## src/rtl/matrix_read_sm.sv

```systemverilog
// matrix_read_sm: sequential sweep reader for the cache matrix memory.
// Issues one read per set (0..SET_AMOUNT-1) and streams each returned row,
// tagged with its set address, through a 2-entry valid/ready output buffer.
// Optional build macro MATRIX_READ_CHECK_EN adds an all-ones compare of every
// captured row with a sticky error flag and first-mismatch address.

package cache_pkg;
  localparam int MATRIX_WIDTH = 32;
  localparam int SET_BITS     = 4;
  localparam int SET_AMOUNT   = 16;
endpackage

module matrix_read_sm
  import cache_pkg::*;
(
  input  logic                    clk_i,
  input  logic                    rst_i,
  input  logic                    start_i,
  output logic                    busy_o,
  output logic                    done_o,
  output logic                    sel_o,
  output logic                    we_o,
  output logic [SET_BITS-1:0]     addr_o,
  input  logic [MATRIX_WIDTH-1:0] vect_i,
  output logic                    out_valid_o,
  input  logic                    out_ready_i,
  output logic [MATRIX_WIDTH-1:0] out_vect_o,
  output logic [SET_BITS-1:0]     out_addr_o,
  output logic                    err_o,
  output logic [SET_BITS-1:0]     err_addr_o
);

  typedef enum logic [1:0] {IDLE, RUN, DRAIN} state_t;

  localparam logic [SET_BITS:0] LAST_SET = (SET_BITS+1)'(SET_AMOUNT - 1);

  state_t                  state_q, state_d;
  logic [SET_BITS:0]       rd_cnt_q, rd_cnt_d;
  logic                    done_q, done_d;
  logic                    inflight_q;
  logic [SET_BITS-1:0]     inflight_addr_q;
  logic [1:0]              count_q, count_d;
  logic                    wr_ptr_q, rd_ptr_q;
  logic [MATRIX_WIDTH-1:0] buf_vect_q [2];
  logic [SET_BITS-1:0]     buf_addr_q [2];

  logic       push, pop, issue;
  logic [2:0] occ;

  // Buffer occupancy bookkeeping and read-issue decision.
  always_comb begin
    push    = inflight_q;
    pop     = (count_q != 2'd0) && out_ready_i;
    // Slots that will be claimed next cycle if no new read goes out now.
    occ     = {1'b0, count_q} + {2'b00, inflight_q} - {2'b00, pop};
    issue   = (state_q == RUN) && (occ < 3'd2);
    count_d = count_q + {1'b0, push} - {1'b0, pop};
  end

  // Next-state logic for the sweep controller.
  always_comb begin
    state_d  = state_q;
    rd_cnt_d = rd_cnt_q;
    done_d   = 1'b0;
    case (state_q)
      IDLE: begin
        if (start_i) begin
          state_d  = RUN;
          rd_cnt_d = '0;
        end
      end
      RUN: begin
        if (issue) begin
          rd_cnt_d = rd_cnt_q + 1'b1;
          if (rd_cnt_q == LAST_SET) state_d = DRAIN;
        end
      end
      DRAIN: begin
        // No reads are issued here, so an empty next-cycle buffer means
        // nothing is left in flight either.
        if (count_d == 2'd0) begin
          state_d = IDLE;
          done_d  = 1'b1;
        end
      end
      default: state_d = IDLE;
    endcase
  end

  // Control registers: state, counters, in-flight flag and FIFO pointers.
  always_ff @(posedge clk_i) begin
    if (rst_i) begin
      state_q    <= IDLE;
      rd_cnt_q   <= '0;
      done_q     <= 1'b0;
      inflight_q <= 1'b0;
      count_q    <= 2'd0;
      wr_ptr_q   <= 1'b0;
      rd_ptr_q   <= 1'b0;
    end else begin
      state_q    <= state_d;
      rd_cnt_q   <= rd_cnt_d;
      done_q     <= done_d;
      inflight_q <= issue;
      count_q    <= count_d;
      if (push) wr_ptr_q <= ~wr_ptr_q;
      if (pop)  rd_ptr_q <= ~rd_ptr_q;
    end
  end

  // Data registers: read address delay line and buffer storage.
  always_ff @(posedge clk_i) begin
    inflight_addr_q <= addr_o;
    if (push) begin
      buf_vect_q[wr_ptr_q] <= vect_i;
      buf_addr_q[wr_ptr_q] <= inflight_addr_q;
    end
  end

  assign busy_o      = (state_q != IDLE);
  assign done_o      = done_q;
  assign sel_o       = issue;
  assign we_o        = 1'b0;
  assign addr_o      = rd_cnt_q[SET_BITS-1:0];
  assign out_valid_o = (count_q != 2'd0);
  // Storage is not reset, so the head is masked while the buffer is empty.
  assign out_vect_o  = out_valid_o ? buf_vect_q[rd_ptr_q] : '0;
  assign out_addr_o  = out_valid_o ? buf_addr_q[rd_ptr_q] : '0;

`ifdef MATRIX_READ_CHECK_EN
  logic                err_q;
  logic [SET_BITS-1:0] err_addr_q;
  logic                start_acc;

  assign start_acc = (state_q == IDLE) && start_i;

  // Sticky first-mismatch capture against the initialized all-ones row.
  always_ff @(posedge clk_i) begin
    if (rst_i || start_acc) begin
      err_q      <= 1'b0;
      err_addr_q <= '0;
    end else if (push && !err_q && (vect_i != {MATRIX_WIDTH{1'b1}})) begin
      err_q      <= 1'b1;
      err_addr_q <= inflight_addr_q;
    end
  end

  assign err_o      = err_q;
  assign err_addr_o = err_addr_q;
`else
  assign err_o      = 1'b0;
  assign err_addr_o = '0;
`endif

endmodule

```

## config.mk

```make
export PLATFORM = sky130hd
export DESIGN_NAME = matrix_read_sm
export DESIGN_NICKNAME = d
export VERILOG_FILES = /design/src/rtl/matrix_read_sm.sv
export SDC_FILE = /design/constraint.sdc
export NUM_CORES = 1
export LEC_CHECK = 0
export ABC_CLOCK_PERIOD_IN_PS = 12650
export CELL_PAD_IN_SITES_DETAIL_PLACEMENT = 1
export CELL_PAD_IN_SITES_GLOBAL_PLACEMENT = 1
export CORE_UTILIZATION = 44
export CTS_BUF_LIST = sky130_fd_sc_hd__clkbuf_8
export CTS_CLUSTER_SIZE = 20
export DETAILED_ROUTE_END_ITERATION = 10
export GPL_TIMING_DRIVEN = 0
export PLACE_DENSITY_LB_ADDON = 0.1
export SYNTH_ARGS = -nofsm -noshare
export SYNTH_HDL_FRONTEND = slang
export SYNTH_SLANG_ARGS = --single-unit
```

## constraint.sdc

```tcl
create_clock -name clk_i -period 12.65 [get_ports clk_i]
set_input_delay 3.795 -clock clk_i [delete_from_list [all_inputs] [get_ports clk_i]]
set_output_delay 3.795 -clock clk_i [all_outputs]
set_load 0.01 [all_outputs]
```

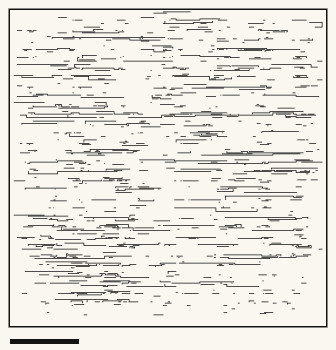
met1.png
Scale bar: 20 microns.
longest straight run: 32.7 microns
share of all routed wire: 41%
wire length on this layer: 2780 microns

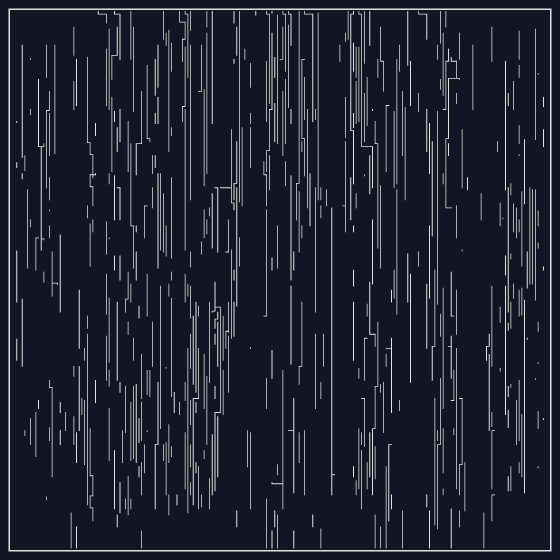
met2.png
share of all routed wire: 53%
wire length on this layer: 3570 microns
main direction: vertical
nets with wire on the layer: 331
longest straight run: 48.6 microns

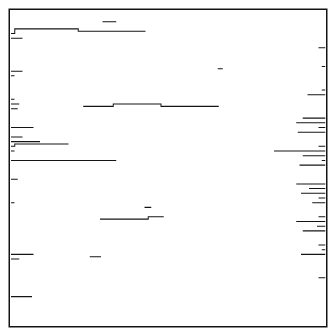
met3.png
longest straight run: 30.1 microns
nets with wire on the layer: 46
share of all routed wire: 4.7%
main direction: horizontal
wire length on this layer: 316 microns
vias after detailed routing: 2114
GRT met3 Usage: 0.0452
wirelength, routed: 6770 microns

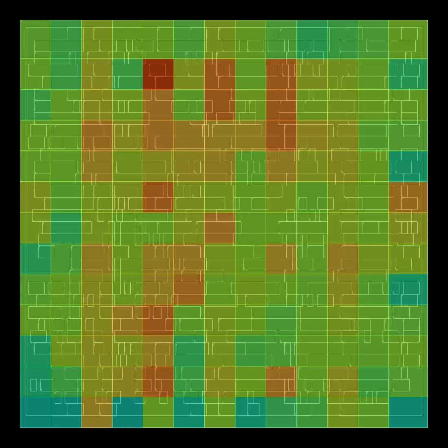
final_congestion.png
most used routing layer: met2
post-layout util: 0.609

==> impl_metrics.env <==
# yosys + openroad results
export IMPL_status="complete, no violations"
export IMPL_clockPowerShare=0.235
export IMPL_fp_coreArea_sq_um=7730
export IMPL_comb_cells=126
export IMPL_reg_largest_list="buf_vect_q (64), buf_addr_q (8), rd_cnt_q (5)"
export IMPL_clockRootBuffer="clkbuf_8"
export IMPL_ioPinCount=86
export IMPL_grt_pass1_wl_microns=11000
export IMPL_postSynthCellCount=241
export IMPL_mux_share=0.102
export IMPL_track_usage=0.177
export IMPL_die_w_microns=91.5
export IMPL_comb_power_mw=0.298
export IMPL_cts_resized=0
export IMPL_switching_power_mw=0.260
export IMPL_clk_latency_ps=350
export IMPL_cts_tree="done"
export IMPL_timing_fmax_mhz=94.6
export IMPL_power_switching_share=0.295
export IMPL_netlist_top_cells_count="edfxtp_1, nor2_1, mux2i_1"
export IMPL_cts_num_sinks=90
export IMPL_biggestCellCategory="registers"
export IMPL_syn_to_final_growth_pct=33.6
export IMPL_arrival_ps=6780
export IMPL_grt_use_met2=0.306
export IMPL_critPathRequiredTime_ps=8850
export IMPL_synth_edff_count=72
export IMPL_wl_met3_microns=315
export IMPL_path_delay_family="buffers and inverters"
export IMPL_io_buffers=79
export IMPL_rrSetupSlack_ps=9730
export IMPL_top_logic_kind="multiplexers"
export IMPL_synthesis_area_sq_um=3520
export IMPL_mostFrequentLayoutCells="clkdlybuf4s50_1, edfxtp_1, nor2_1"
export IMPL_dp_hpwl_microns=4610
export IMPL_synthArstFlopShare=0
export IMPL_drive_above_1_share=0.0994
export IMPL_dp_slack_ps=2070
export IMPL_fin_hold_ws_ps=414
export IMPL_worstReg2RegEnd="rd_cnt_q[3]$_SDFFE_PP0P_"
-- worst max-delay path by stage --
stage	from	endpoint	slack (ps)	cells past startpoint
global placement	out_ready_i	sel_o	2090	12
global route	out_ready_i	sel_o	1860	12
detailed placement	out_ready_i	sel_o	2070	12
CTS	out_ready_i	sel_o	2060	12
finish	out_ready_i	sel_o	2080	12
floorplan	out_ready_i	sel_o	3120	10
-- through the flow --
stage               utilization  cells  power (mW)  instance area (sq um)
finish                    0.609    444       0.881                   4710
global route              0.609    444       0.930                   4710
CTS                       0.609    444       0.893                   4710
detailed placement        0.582    428       0.684                   4500
global placement          0.577    427       0.671                   4460
floorplan                     -    246       0.536                   3540
Power figures rest on the tool's default switching activity, not on a simulated workload.
